power_grid.png
Bar = 20 um. Pins as bars on the die edge. Tap cells in grey.
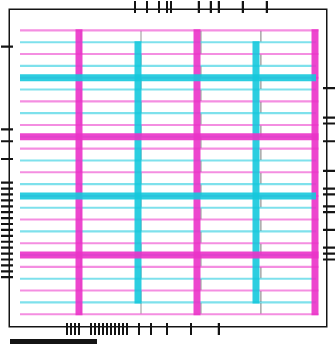
placement_by_type.png
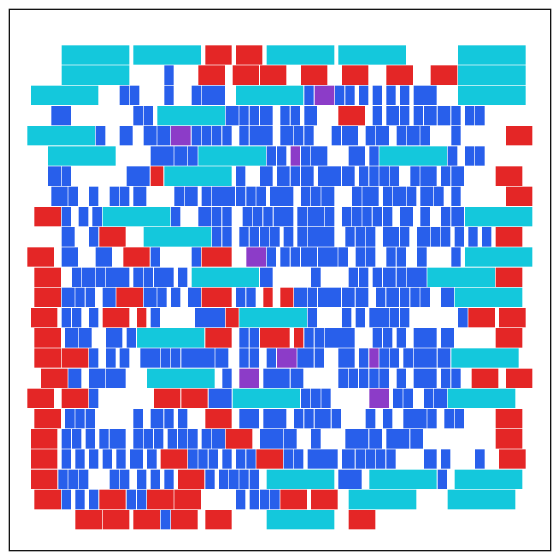
`config.mk`:
```
export PLATFORM = sky130hd
export DESIGN_NAME = hazard_ctrl_flat
export DESIGN_NICKNAME = d
export VERILOG_FILES = /design/src/rtl/hazard_ctrl_if.sv /design/src/rtl/hazard_ctrl.sv /design/src/flat_wrapper.sv
export SDC_FILE = /design/constraint.sdc
export NUM_CORES = 1
export LEC_CHECK = 0
export ABC_AREA = 1
export CORE_MARGIN = 2
export CORE_UTILIZATION = 55
export CTS_BUF_LIST = sky130_fd_sc_hd__clkbuf_4
export DETAILED_ROUTE_END_ITERATION = 10
export GPL_ROUTABILITY_DRIVEN = 0
export GPL_TIMING_DRIVEN = 0
export PLACE_DENSITY = 0.89
export SLEW_MARGIN = 20
export SYNTH_ARGS = -nofsm -noshare
export SYNTH_HDL_FRONTEND = slang
export SYNTH_SLANG_ARGS = --single-unit
```
`constraint.sdc`:
```
create_clock -name clk -period 7.4 [get_ports clk]
set_input_delay 2.22 -clock clk [delete_from_list [all_inputs] [get_ports clk]]
set_output_delay 2.22 -clock clk [all_outputs]
set_load 0.05 [all_outputs]
```
`src/rtl/hazard_ctrl_if.sv`:
```
// Pipeline hazard control bus: pipeline-side status in, stall/flush controls out.
// master = pipeline datapath, slave = hazard_ctrl.
interface hazard_ctrl_if #(
  parameter int unsigned NUM_SRC   = 2,
  parameter int unsigned REG_IDX_W = 5,
  parameter int unsigned CNT_W     = 32
);
  logic                           id_valid;
  logic [NUM_SRC*REG_IDX_W-1:0]   id_src_idx;
  logic [NUM_SRC-1:0]             id_src_used;
  logic                           ex_valid;
  logic [REG_IDX_W-1:0]           ex_reg_wr_idx;
  logic                           ex_mem_read_en;
  logic                           ex_mc_start;
  logic                           mc_done;
  logic                           redirect_req;
  logic                           mem_busy;
  logic                           fe_enable;
  logic                           id_ex_enable;
  logic                           if_id_clear;
  logic                           id_ex_clear;
  logic                           ex_mem_clear;
  logic [CNT_W-1:0]               stall_cycles;

  modport master (
    output id_valid, id_src_idx, id_src_used, ex_valid, ex_reg_wr_idx,
           ex_mem_read_en, ex_mc_start, mc_done, redirect_req, mem_busy,
    input  fe_enable, id_ex_enable, if_id_clear, id_ex_clear, ex_mem_clear,
           stall_cycles
  );

  modport slave (
    input  id_valid, id_src_idx, id_src_used, ex_valid, ex_reg_wr_idx,
           ex_mem_read_en, ex_mc_start, mc_done, redirect_req, mem_busy,
    output fe_enable, id_ex_enable, if_id_clear, id_ex_clear, ex_mem_clear,
           stall_cycles
  );
endinterface

```
`src/rtl/hazard_ctrl.sv`:
```
// In-order pipeline hazard controller: load-use stalls, multi-cycle op waits,
// redirect flushes and memory wait-state freeze, plus a saturating stall counter.
module hazard_ctrl #(
  parameter int unsigned NUM_SRC     = 2,
  parameter int unsigned REG_IDX_W   = 5,
  parameter int unsigned LOAD_LAT    = 1,
  parameter int unsigned FLUSH_DEPTH = 1,
  parameter int unsigned CNT_W       = 32
) (
  input logic          clk,
  input logic          rst,
  hazard_ctrl_if.slave bus
);
  typedef enum logic [1:0] {RUN, LOAD_STALL, MC_WAIT} state_t;

  localparam logic [1:0] LD_RELOAD = 2'(LOAD_LAT - 1);
  localparam logic [1:0] FL_RELOAD = 2'(FLUSH_DEPTH - 1);

  state_t           r_state, w_state_nxt;
  logic [1:0]       r_ld_cnt, w_ld_cnt_nxt;
  logic [1:0]       r_fl_cnt, w_fl_cnt_nxt;
  logic [CNT_W-1:0] r_stall_cnt;
  logic             w_match, w_load_use;
  logic             w_fe, w_idex_en, w_ifid_clr, w_idex_clr, w_exmem_clr;

  always_comb begin
    w_match = 1'b0;
    for (int unsigned i = 0; i < NUM_SRC; i++) begin
      if (bus.id_src_used[i] &&
          bus.id_src_idx[i*REG_IDX_W +: REG_IDX_W] == bus.ex_reg_wr_idx)
        w_match = 1'b1;
    end
  end

  // ID content is being squashed while the flush counter runs, so no hazard
  assign w_load_use = bus.id_valid && bus.ex_valid && bus.ex_mem_read_en &&
                      (bus.ex_reg_wr_idx != '0) && w_match && (r_fl_cnt == '0);

  always_comb begin
    w_state_nxt  = r_state;
    w_ld_cnt_nxt = r_ld_cnt;
    w_fl_cnt_nxt = (r_fl_cnt != '0) ? r_fl_cnt - 2'd1 : '0;
    w_fe         = 1'b1;
    w_idex_en    = 1'b1;
    w_ifid_clr   = (r_fl_cnt != '0);
    w_idex_clr   = 1'b0;
    w_exmem_clr  = 1'b0;
    if (rst) begin
      w_ifid_clr = 1'b0;
    end else if (bus.mem_busy) begin
      w_fe         = 1'b0;
      w_idex_en    = 1'b0;
      w_ifid_clr   = 1'b0;
      w_fl_cnt_nxt = r_fl_cnt;
    end else begin
      unique case (r_state)
        MC_WAIT: begin
          if (bus.mc_done) begin
            w_state_nxt = RUN;
          end else begin
            w_fe        = 1'b0;
            w_idex_en   = 1'b0;
            w_exmem_clr = 1'b1;
          end
        end
        LOAD_STALL: begin
          if (bus.redirect_req) begin
            w_ifid_clr   = 1'b1;
            w_idex_clr   = 1'b1;
            w_fl_cnt_nxt = FL_RELOAD;
            w_ld_cnt_nxt = '0;
            w_state_nxt  = RUN;
          end else begin
            w_fe         = 1'b0;
            w_idex_clr   = 1'b1;
            w_ld_cnt_nxt = r_ld_cnt - 2'd1;
            if (r_ld_cnt <= 2'd1) w_state_nxt = RUN;
          end
        end
        default: begin
          if (bus.redirect_req) begin
            w_ifid_clr   = 1'b1;
            w_idex_clr   = 1'b1;
            w_fl_cnt_nxt = FL_RELOAD;
          end else if (w_load_use) begin
            w_fe       = 1'b0;
            w_idex_clr = 1'b1;
            if (LOAD_LAT > 1) begin
              w_state_nxt  = LOAD_STALL;
              w_ld_cnt_nxt = LD_RELOAD;
            end
          end else if (bus.ex_mc_start && !bus.mc_done) begin
            w_state_nxt = MC_WAIT;
          end
        end
      endcase
    end
  end

  always_ff @(posedge clk or posedge rst) begin
    if (rst) begin
      r_state     <= RUN;
      r_ld_cnt    <= '0;
      r_fl_cnt    <= '0;
      r_stall_cnt <= '0;
    end else begin
      r_state  <= w_state_nxt;
      r_ld_cnt <= w_ld_cnt_nxt;
      r_fl_cnt <= w_fl_cnt_nxt;
      if (!w_fe && r_stall_cnt != '1) r_stall_cnt <= r_stall_cnt + 1'b1;
    end
  end

  assign bus.fe_enable    = w_fe;
  assign bus.id_ex_enable = w_idex_en;
  assign bus.if_id_clear  = w_ifid_clr;
  assign bus.id_ex_clear  = w_idex_clr;
  assign bus.ex_mem_clear = w_exmem_clr;
  assign bus.stall_cycles = r_stall_cnt;
endmodule

```
`src/flat_wrapper.sv`:
```
// flat-port wrapper written by rule: the top's interface ports become plain ports
module hazard_ctrl_flat 
#(
  parameter int unsigned NUM_SRC     = 2,
  parameter int unsigned REG_IDX_W   = 5,
  parameter int unsigned LOAD_LAT    = 1,
  parameter int unsigned FLUSH_DEPTH = 1,
  parameter int unsigned CNT_W       = 32
)
  (clk, rst, bus_id_valid, bus_id_src_idx, bus_id_src_used, bus_ex_valid, bus_ex_reg_wr_idx, bus_ex_mem_read_en, bus_ex_mc_start, bus_mc_done, bus_redirect_req, bus_mem_busy, bus_fe_enable, bus_id_ex_enable, bus_if_id_clear, bus_id_ex_clear, bus_ex_mem_clear, bus_stall_cycles);
  hazard_ctrl_if #(.NUM_SRC(NUM_SRC), .REG_IDX_W(REG_IDX_W), .CNT_W(CNT_W)) bus_i ();
  input logic clk;
  input logic rst;
  input wire logic [$bits(bus_i.id_valid)-1:0] bus_id_valid;
  input wire logic [$bits(bus_i.id_src_idx)-1:0] bus_id_src_idx;
  input wire logic [$bits(bus_i.id_src_used)-1:0] bus_id_src_used;
  input wire logic [$bits(bus_i.ex_valid)-1:0] bus_ex_valid;
  input wire logic [$bits(bus_i.ex_reg_wr_idx)-1:0] bus_ex_reg_wr_idx;
  input wire logic [$bits(bus_i.ex_mem_read_en)-1:0] bus_ex_mem_read_en;
  input wire logic [$bits(bus_i.ex_mc_start)-1:0] bus_ex_mc_start;
  input wire logic [$bits(bus_i.mc_done)-1:0] bus_mc_done;
  input wire logic [$bits(bus_i.redirect_req)-1:0] bus_redirect_req;
  input wire logic [$bits(bus_i.mem_busy)-1:0] bus_mem_busy;
  output wire logic [$bits(bus_i.fe_enable)-1:0] bus_fe_enable;
  output wire logic [$bits(bus_i.id_ex_enable)-1:0] bus_id_ex_enable;
  output wire logic [$bits(bus_i.if_id_clear)-1:0] bus_if_id_clear;
  output wire logic [$bits(bus_i.id_ex_clear)-1:0] bus_id_ex_clear;
  output wire logic [$bits(bus_i.ex_mem_clear)-1:0] bus_ex_mem_clear;
  output wire logic [$bits(bus_i.stall_cycles)-1:0] bus_stall_cycles;
  assign bus_i.id_valid = bus_id_valid;
  assign bus_i.id_src_idx = bus_id_src_idx;
  assign bus_i.id_src_used = bus_id_src_used;
  assign bus_i.ex_valid = bus_ex_valid;
  assign bus_i.ex_reg_wr_idx = bus_ex_reg_wr_idx;
  assign bus_i.ex_mem_read_en = bus_ex_mem_read_en;
  assign bus_i.ex_mc_start = bus_ex_mc_start;
  assign bus_i.mc_done = bus_mc_done;
  assign bus_i.redirect_req = bus_redirect_req;
  assign bus_i.mem_busy = bus_mem_busy;
  assign bus_fe_enable = bus_i.fe_enable;
  assign bus_id_ex_enable = bus_i.id_ex_enable;
  assign bus_if_id_clear = bus_i.if_id_clear;
  assign bus_id_ex_clear = bus_i.id_ex_clear;
  assign bus_ex_mem_clear = bus_i.ex_mem_clear;
  assign bus_stall_cycles = bus_i.stall_cycles;
  hazard_ctrl #(.NUM_SRC(NUM_SRC), .REG_IDX_W(REG_IDX_W), .LOAD_LAT(LOAD_LAT), .FLUSH_DEPTH(FLUSH_DEPTH), .CNT_W(CNT_W)) u_core (.clk(clk), .rst(rst), .bus(bus_i));
endmodule
```
==> results.txt <==
Summary of the current implementation state.

- The area fraction in xor and xnor cells is 6.75%, for reference.
- The maximum frequency from static timing analysis is 143 MHz, for reference.
- The iteration-0 DRC count of the detailed router is 318, for reference.
- The yosys synthesis warning count is 0, for reference.
- The worst min-delay path category is flip-flop to flip-flop, for reference.
- The post-layout net count is 505, for reference.
- The number of antenna violations at the first check in global routing came to 0.
- Excluding fillers, the count of instances in the completed layout stands at between 500 and 600.
- Of the available clock period, the critical path in the final layout requires 94.2%.
- Of the post-synthesis cell area, the part taken by muxes is 0%.
- Once placement completed, the tool counted placed cells totaling roughly 520.
- Once the clock tree was built, the resizer swapped 0 gates to a different size.
- The smallest clock period supported by the final layout is computed as ~7000 ps.
- TritonCTS built the clock tree.
- The core utilization at floorplan is 58.4%, for reference.
- The cell area power density is 148 mW/mm2, for reference.
- Counting pins that exceed their max-slew limit in the final report gives 0.
- The worst min-delay path endpoint is u_core.bus.stall_cycles[31], for reference.
- The overall routing resource usage is 28.5%, for reference.
- The final clock skew is 16.9 ps, for reference.
- The top cell family by delay on the critical path is buffers and inverters, for reference.
- Entering global routing, the biggest net connects 39 pins.
- In this run the number of H-tree levels came out at 2.
- The via count of the first global-routing pass was 2,762.
- Setup slack closes at 429 ps.
- No sink is reached through more buffers than the 2 on the longest clock path.
- The count of input and output buffers is 62, for reference.
- The worst setup slack before clock tree synthesis is 111 ps, for reference.
- The run finished with clean final reports.
- The design draws 0.000494 W.
- The number of storage elements in the synthesis netlist is 35, for reference.
- STA classifies the critical path startpoint as an input pin.
- The global-route wire length before repair is 11,900 um, for reference.
- The clock sink total is 35, for reference.
Back to the opening pictures, power_grid.png:
| colour | net |
|---|---|
| cyan | VDD |
| magenta | VSS |
met5 straps: 4
tap cells: 52
met1 rails: 25
signal pins: 63
met4 straps: 5

Back to the opening pictures, placement_by_type.png:
| colour | class | cells | share of their area |
|---|---|---|---|
| blue | combinational and other logic | 365 | 51% |
| red | remaining buffers and delay cells | 71 | 21% |
| cyan | sequential cells | 35 | 27% |
| purple | clock drivers and dummy loads | 8 | 1.6% |

==> layer usage <==
layer / GRT usage [%] / vias up / share of wire (%)
met5: 0 / - / 0
met2: 47.8 / 132 / 49
met4: 12.1 / 0 / 2.8
met3: 6.91 / 23 / 7.0
met1: 34.9 / 1322 / 41
li1: - / 1434 / -
==> cell usage in the layout (no fill, tap or decap), types with 3 or more instances in the layout <==
cell type,count
a21oi_1,3
buf_2,3
buf_6,3
clkbuf_1,3
clkbuf_4,5
clkdlybuf4s50_1,62
dfrtp_1,35
inv_1,34
nand2_1,171
nand3_1,41
nand3b_1,7
nand4_1,12
nor2_1,50
nor3_1,9
o21ai_0,4
xnor2_1,6
xor2_1,14
==> worst min-delay path, delay by kind of cell (launching register included) <==
kind          cells  cell delay [ps]
simple gates      2              120
flops             1              410
==> area by class of cell <==
| cell class | count | area (um2) |
|---|---|---|
| fill | 367 | 1110 |
| multi-input combinational | 329 | 1520 |
| clock inverter | 3 | 15.0 |
| timing repair buffer | 62 | 621 |
| buffer | 9 | 60.1 |
| clock buffer | 5 | 37.5 |
| sequential | 35 | 876 |
| tap | 52 | 65.1 |
| inverter | 36 | 138 |
==> flip-flops by register name, summed over array words and instances (netlist names) <==
signal and count:
u_core.bus.stall_cycles 32, u_core.r_fl_cnt 2, u_core.r_state 1
==> synth_stat cells (all sizes together) <==
library cell  number  area (um2)
clkbuf             3        11.3
dfrtp             35         876
a21boi             1        7.51
nor2              53         211
nand2            173         664
o21ai              4        20.0
and3               1        6.26
xor2              14         123
ha                 1        12.5
a21oi              3        15.0
nand3b             7        52.6
nand3             43         225
nor4               1        6.26
inv               36         135
xnor2              6        52.6
nand4             12        75.1
nor3               9        45.0
nor3b              1        7.51
buf                6        48.8
Power figures rest on the tool's default switching activity, not on a simulated workload.
